run_1/placement.png
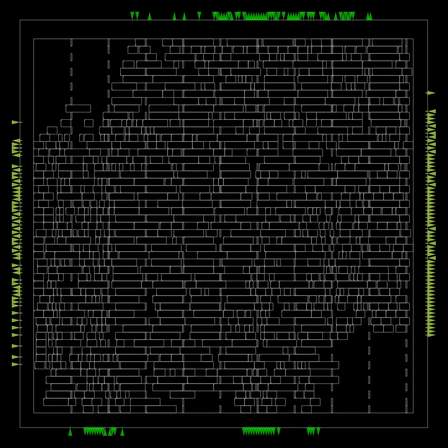
run_1/logic_types.png
Scale bar: 50 µm.
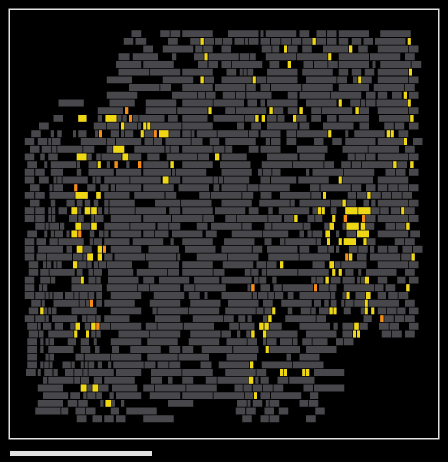
run_1/layer_met4.png
Scale bar: 50 µm.
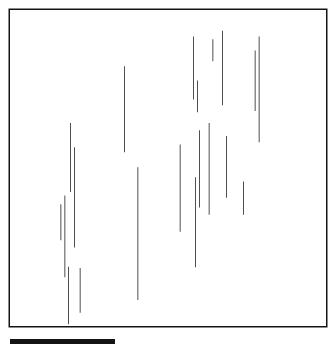
==> config.mk <==
export PLATFORM = sky130hd
export DESIGN_NAME = fetch_stage
export DESIGN_NICKNAME = d
export VERILOG_FILES = /design/src/rtl/fetch_stage.sv
export SDC_FILE = /design/constraint.sdc
export NUM_CORES = 1
export LEC_CHECK = 0
export ABC_CLOCK_PERIOD_IN_PS = 7970
export CAP_MARGIN = 5
export CORE_MARGIN = 5
export CORE_UTILIZATION = 52
export DETAILED_ROUTE_END_ITERATION = 6
export GPL_TIMING_DRIVEN = 0
export PLACE_DENSITY = 0.83
export SLEW_MARGIN = 30
export SYNTH_ARGS = -nofsm -noshare
export SYNTH_HDL_FRONTEND = slang
export SYNTH_SLANG_ARGS = --single-unit
==> constraint.sdc <==
create_clock -name clk -period 7.97 [get_ports clk]
set_input_delay 1.1955 -clock clk [delete_from_list [all_inputs] [get_ports clk]]
set_output_delay 1.1955 -clock clk [all_outputs]
set_load 0.1 [all_outputs]
==> job_summary.md, run 1 <==
### Yosys + OpenROAD results

| Metric | Value |
|---|---|
| DRT Pass-1 Iters | 5 |
| Grt met2 use | 37.8% |
| Sequential-to-total area share from yosys stat | 65.8% |
| Combinational power | 2.03 mW |
| XOR-XNOR Cells, Area Fraction | 4.90% |
| Fraction of area in clock buffers and inverters | 6.27% |
| Post-CTS Resized | 0 |
| Max-area cell share | 55.7% |
| Clock group | 1.19 mW |
| Met1 Use GR | 28.5% |
| Total power | 4.75 mW |
| Vias in the first global route | 7195 |
| Buf+Inv Stages, Crit Path | 5 |
| Area fraction in mux cells | 10.2% |
| Reg area | 6820 µm² |
| Comb area leader | simple AND/OR/NAND/NOR gates |
| Final setup vio count | 0 |
| Inverters | 17 |
| Hold_ws | 0.506 ns |
| # placed instances | 1230 |
| Clock network fraction of total power | 25.1% |
| Clk pin slew, worst setup/hold paths | 0.06 ns |
| Total sequential power | 1.53 mW |
| Req. time, crit path | 6.77 ns |
| Syn Area/Cell | 13.7 µm² |
| Outcome | finished clean |
| Sequential Power Share | 32.3% |
| Largest net degree at the start of global routing | 46 |
| Wire length on met2 | 12800 µm |
| Psw | 2.05 mW |
| # diodes | 0 |
| Highest clock rate | 158 MHz |
| Crit start category | flip-flop |
| FP Util | 53.1% |
| Initial antenna violation count | 0 |
| Pleak | 4.70 nW |
| Cell Area, Placed | 12800 µm² |
| Fin area | 13700 µm² |
| Worst path cell trace | nor2_2 > buf_2 > buf_2 > buf_2 > buf_2 > nor2_1 > ha_1 > a21boi_0 > nand3_1 > nor3_1 > mux2_1 > clkdlybuf4s50_1 |
| Post-synth regs | 234 |
| WL met3 | 1770 µm |
| Worst-Margin Slew | 1.04 ns |
| Biggest Area Class | flip-flops and latches |
| CTS Sinks | 234 |
| Setup TNS Final | 0 ns |
| Flop-to-flop setup slack | 4.94 ns |
| Largest Pwr Group | combinational logic |
| Hold path cells | 0 |
-- placement.png (at the start) --
# fillers: 1345
post-layout util: 70.2%
flop count: 234
Seq/total area: 49.7%

-- logic_types.png (at the start) --
legend:
  yellow:
    family: NOR gates
    cells: 119
    most_used: nor2_1
  orange:
    family: inverters
    cells: 17
    most_used: inv_1
final std cells w/o fill: 1276
most numerous logic cell after layout: clkdlybuf4s50_1
combinational share of cell area: 24.0%

-- layer_met4.png (at the start) --
share of all routed wire: 2.6%
wire length on this layer: 667 µm
longest straight run: 63.2 µm
main direction: vertical
nets with wire on the layer: 15
drt total wl: 25400 µm
Vias: 7006

run_1/placement_by_type.png
Scale bar: 50 µm. Fill, decap, tap and diode cells in gray.
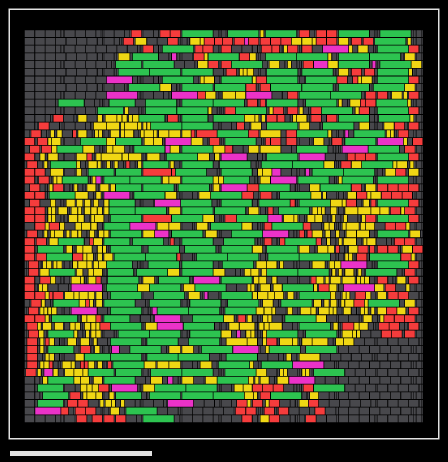

## Run 2: what changed since run 1
ABC_CLOCK_PERIOD_IN_PS = 5300   (was 7970)
CORE_UTILIZATION = 47   (was 52)
PLACE_DENSITY = 0.79   (was 0.83)
clock period = 5.3 ns   (was 7.97 ns; I/O delays follow)
run_2/placement_by_type.png
Scale bar: 50 µm. Fill, decap, tap and diode cells in gray.
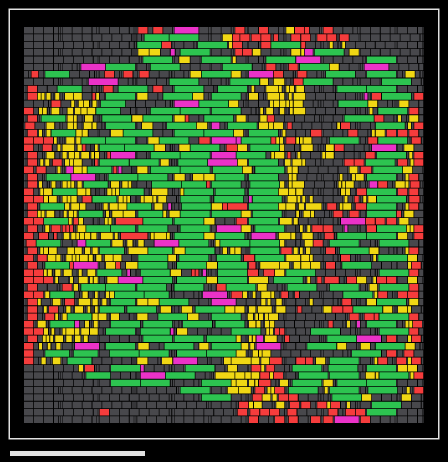
legend:
  yellow:
    class: combinational and other logic
    cells: 482
    share_of_their_area: 25%
  magenta:
    class: clock drivers and dummy loads
    cells: 46
    share_of_their_area: 5.9%
  green:
    class: flops
    cells: 234
    share_of_their_area: 51%
  red:
    class: other buffers and delay cells
    cells: 246
    share_of_their_area: 17%
core box area: 21800 µm²
fin area: 13700 µm²

==> run 2 against run 1 <==
Register-to-register slack got worse by 2.6 ns. Largest power group unchanged. Critical endpoint is now PCPlus4F[6]. Flip-flop count unchanged. Clock skew hardly changed.
==> job_summary.md, run 2 <==
### Yosys + OpenROAD results

| Metric | Value |
|---|---|
| Hold_ws | 0.275 ns (was 0.506 ns) |
| Syn Area/Cell | 13.7 µm² (unchanged) |
| Clock Path Buffers | 3 (unchanged) |
| Flop-to-flop setup slack | 2.32 ns (was 4.94 ns) |
| Cells after Synth | 754 (unchanged) |
| Reg area | 6820 µm² (unchanged) |
| Max-Cap Viols | 0 (unchanged) |
| Worst path cell trace | nor2_4 > buf_2 > buf_2 > buf_2 > buf_2 > nor2_4 > ha_1 > nand3_1 > xnor2_1 > clkdlybuf4s50_1 (was nor2_2 > buf_2 > buf_2 > buf_2 > buf_2 > nor2_1 > ha_1 > a21boi_0 > nand3_1 > nor3_1 > mux2_1 > clkdlybuf4s50_1) |
| Syn Std Cell Area | 10400 µm² (unchanged) |
| Area fraction in mux cells | 10.2% (unchanged) |
| Setup TNS Final | 0 ns (unchanged) |
| WL met3 | 1870 µm (was 1770 µm) |
| Combinational share of cell area | 24.4% (was 24.0%) |
| Yosys cell types | 51 (unchanged) |
| Tapcell count | 280 (was 265) |
| # placed instances | 1241 (was 1230) |
| Worst Reg-to-Reg Cells | 12 (unchanged) |
| Max-area cell share | 55.7% (unchanged) |
| Comb area leader | simple AND/OR/NAND/NOR gates (unchanged) |
| Cell Area, Placed | 12900 µm² (was 12800 µm²) |
| Switching part of the total | 44.0% (was 43.1%) |
| CTS Sinks | 234 (unchanged) |
| Wire length on met2 | 11700 µm (was 12800 µm) |
| Crit-path most repeated cell | buf_2 (unchanged) |
| RSZ-0062 raised after global routing | false (unchanged) |
| Global-route wire length before repair | 37900 µm (was 38800 µm) |
| Total sequential power | 2.31 mW (was 1.53 mW) |
| Worst-Margin Slew | 1.04 ns (about the same) |
| # diodes | 0 (unchanged) |
| Clock network fraction of total power | 23.7% (was 25.1%) |
| Crit start category | flip-flop (unchanged) |
| Final setup vio count | 0 (unchanged) |
| Cts hold-fix bufs | 0 (unchanged) |
| Buf+Inv Stages, Crit Path | 5 (unchanged) |
| DRT Pass-1 Iters | 5 (unchanged) |
| GR peak layer | met2 (unchanged) |
| Sequential-to-total area share from yosys stat | 65.8% (unchanged) |
| Clk pin slew, worst setup/hold paths | 0.06 ns (about the same) |
| Yosys top cell by area | edfxtp_1 (unchanged) |
| Post-CTS Resized | 33 (was 0) |
| Outcome | finished clean (unchanged) |
| DRT iter0 DRCs | 393 (was 455) |
| Initial antenna violation count | 0 (unchanged) |
| Most numerous logic cell after layout | edfxtp_1 (was clkdlybuf4s50_1) |
| Largest net degree at the start of global routing | 46 (unchanged) |
| Post-layout util | 62.9% (was 70.2%) |
| Ao+oa area frac | 3.31% (unchanged) |
| Vias | 6864 (was 7006) |
| Met1 Use GR | 26.3% (was 28.5%) |
| Part of the power in combinational logic | 43.3% (was 42.6%) |
| Flop count | 234 (unchanged) |
| Full die area | 25100 µm² (was 22800 µm²) |
| Combinational power | 3.03 mW (was 2.03 mW) |
| XOR-XNOR Cells, Area Fraction | 4.90% (unchanged) |
| Psw | 3.08 mW (was 2.05 mW) |
| Simple Share, Synth | 12.1% (unchanged) |
| Seq/total area | 49.8% (was 49.7%) |
| Highest clock rate | 197 MHz |
| Inverters | 17 (unchanged) |
| Total power | 7.00 mW (was 4.75 mW) |
| Fraction of area in clock buffers and inverters | 5.76% (was 6.27%) |
| Grt total ovfl | 0 (unchanged) |
| Grt met2 use | 32.0% (was 37.8%) |
| Clk_skew | 0.00857 ns (was 0.00865 ns) |
| FP Util | 47.6% (was 53.1%) |
| Pleak | 4.70 nW (about the same) |
| Sequential Power Share | 32.9% (was 32.3%) |
| Top cells by count, synth | 192 x edfxtp_1, 80 x nor2_1, 65 x mux2i_1 (unchanged) |
| # fillers | 1644 (was 1345) |
| Non-clk bufs | 246 (was 249) |
| Req. time, crit path | 4.51 ns (was 6.77 ns) |
| CTS tree | done (unchanged) |
| Vias in the first global route | 6900 (was 7195) |
| Drt total wl | 24500 µm (was 25400 µm) |
| Biggest Area Class | flip-flops and latches (unchanged) |
| Post-CTS Setup Bufs | 0 (unchanged) |
| Post-synth regs | 234 (unchanged) |
| Post-DP HPWL | 18000 µm (about the same) |
| Count of multi-input gates | 465 (unchanged) |
| Final std cells w/o fill | 1288 (was 1276) |
| Clock group | 1.66 mW (was 1.19 mW) |
| Largest Pwr Group | combinational logic (unchanged) |
No activity file was given, so power comes from the tool's default toggle rates.
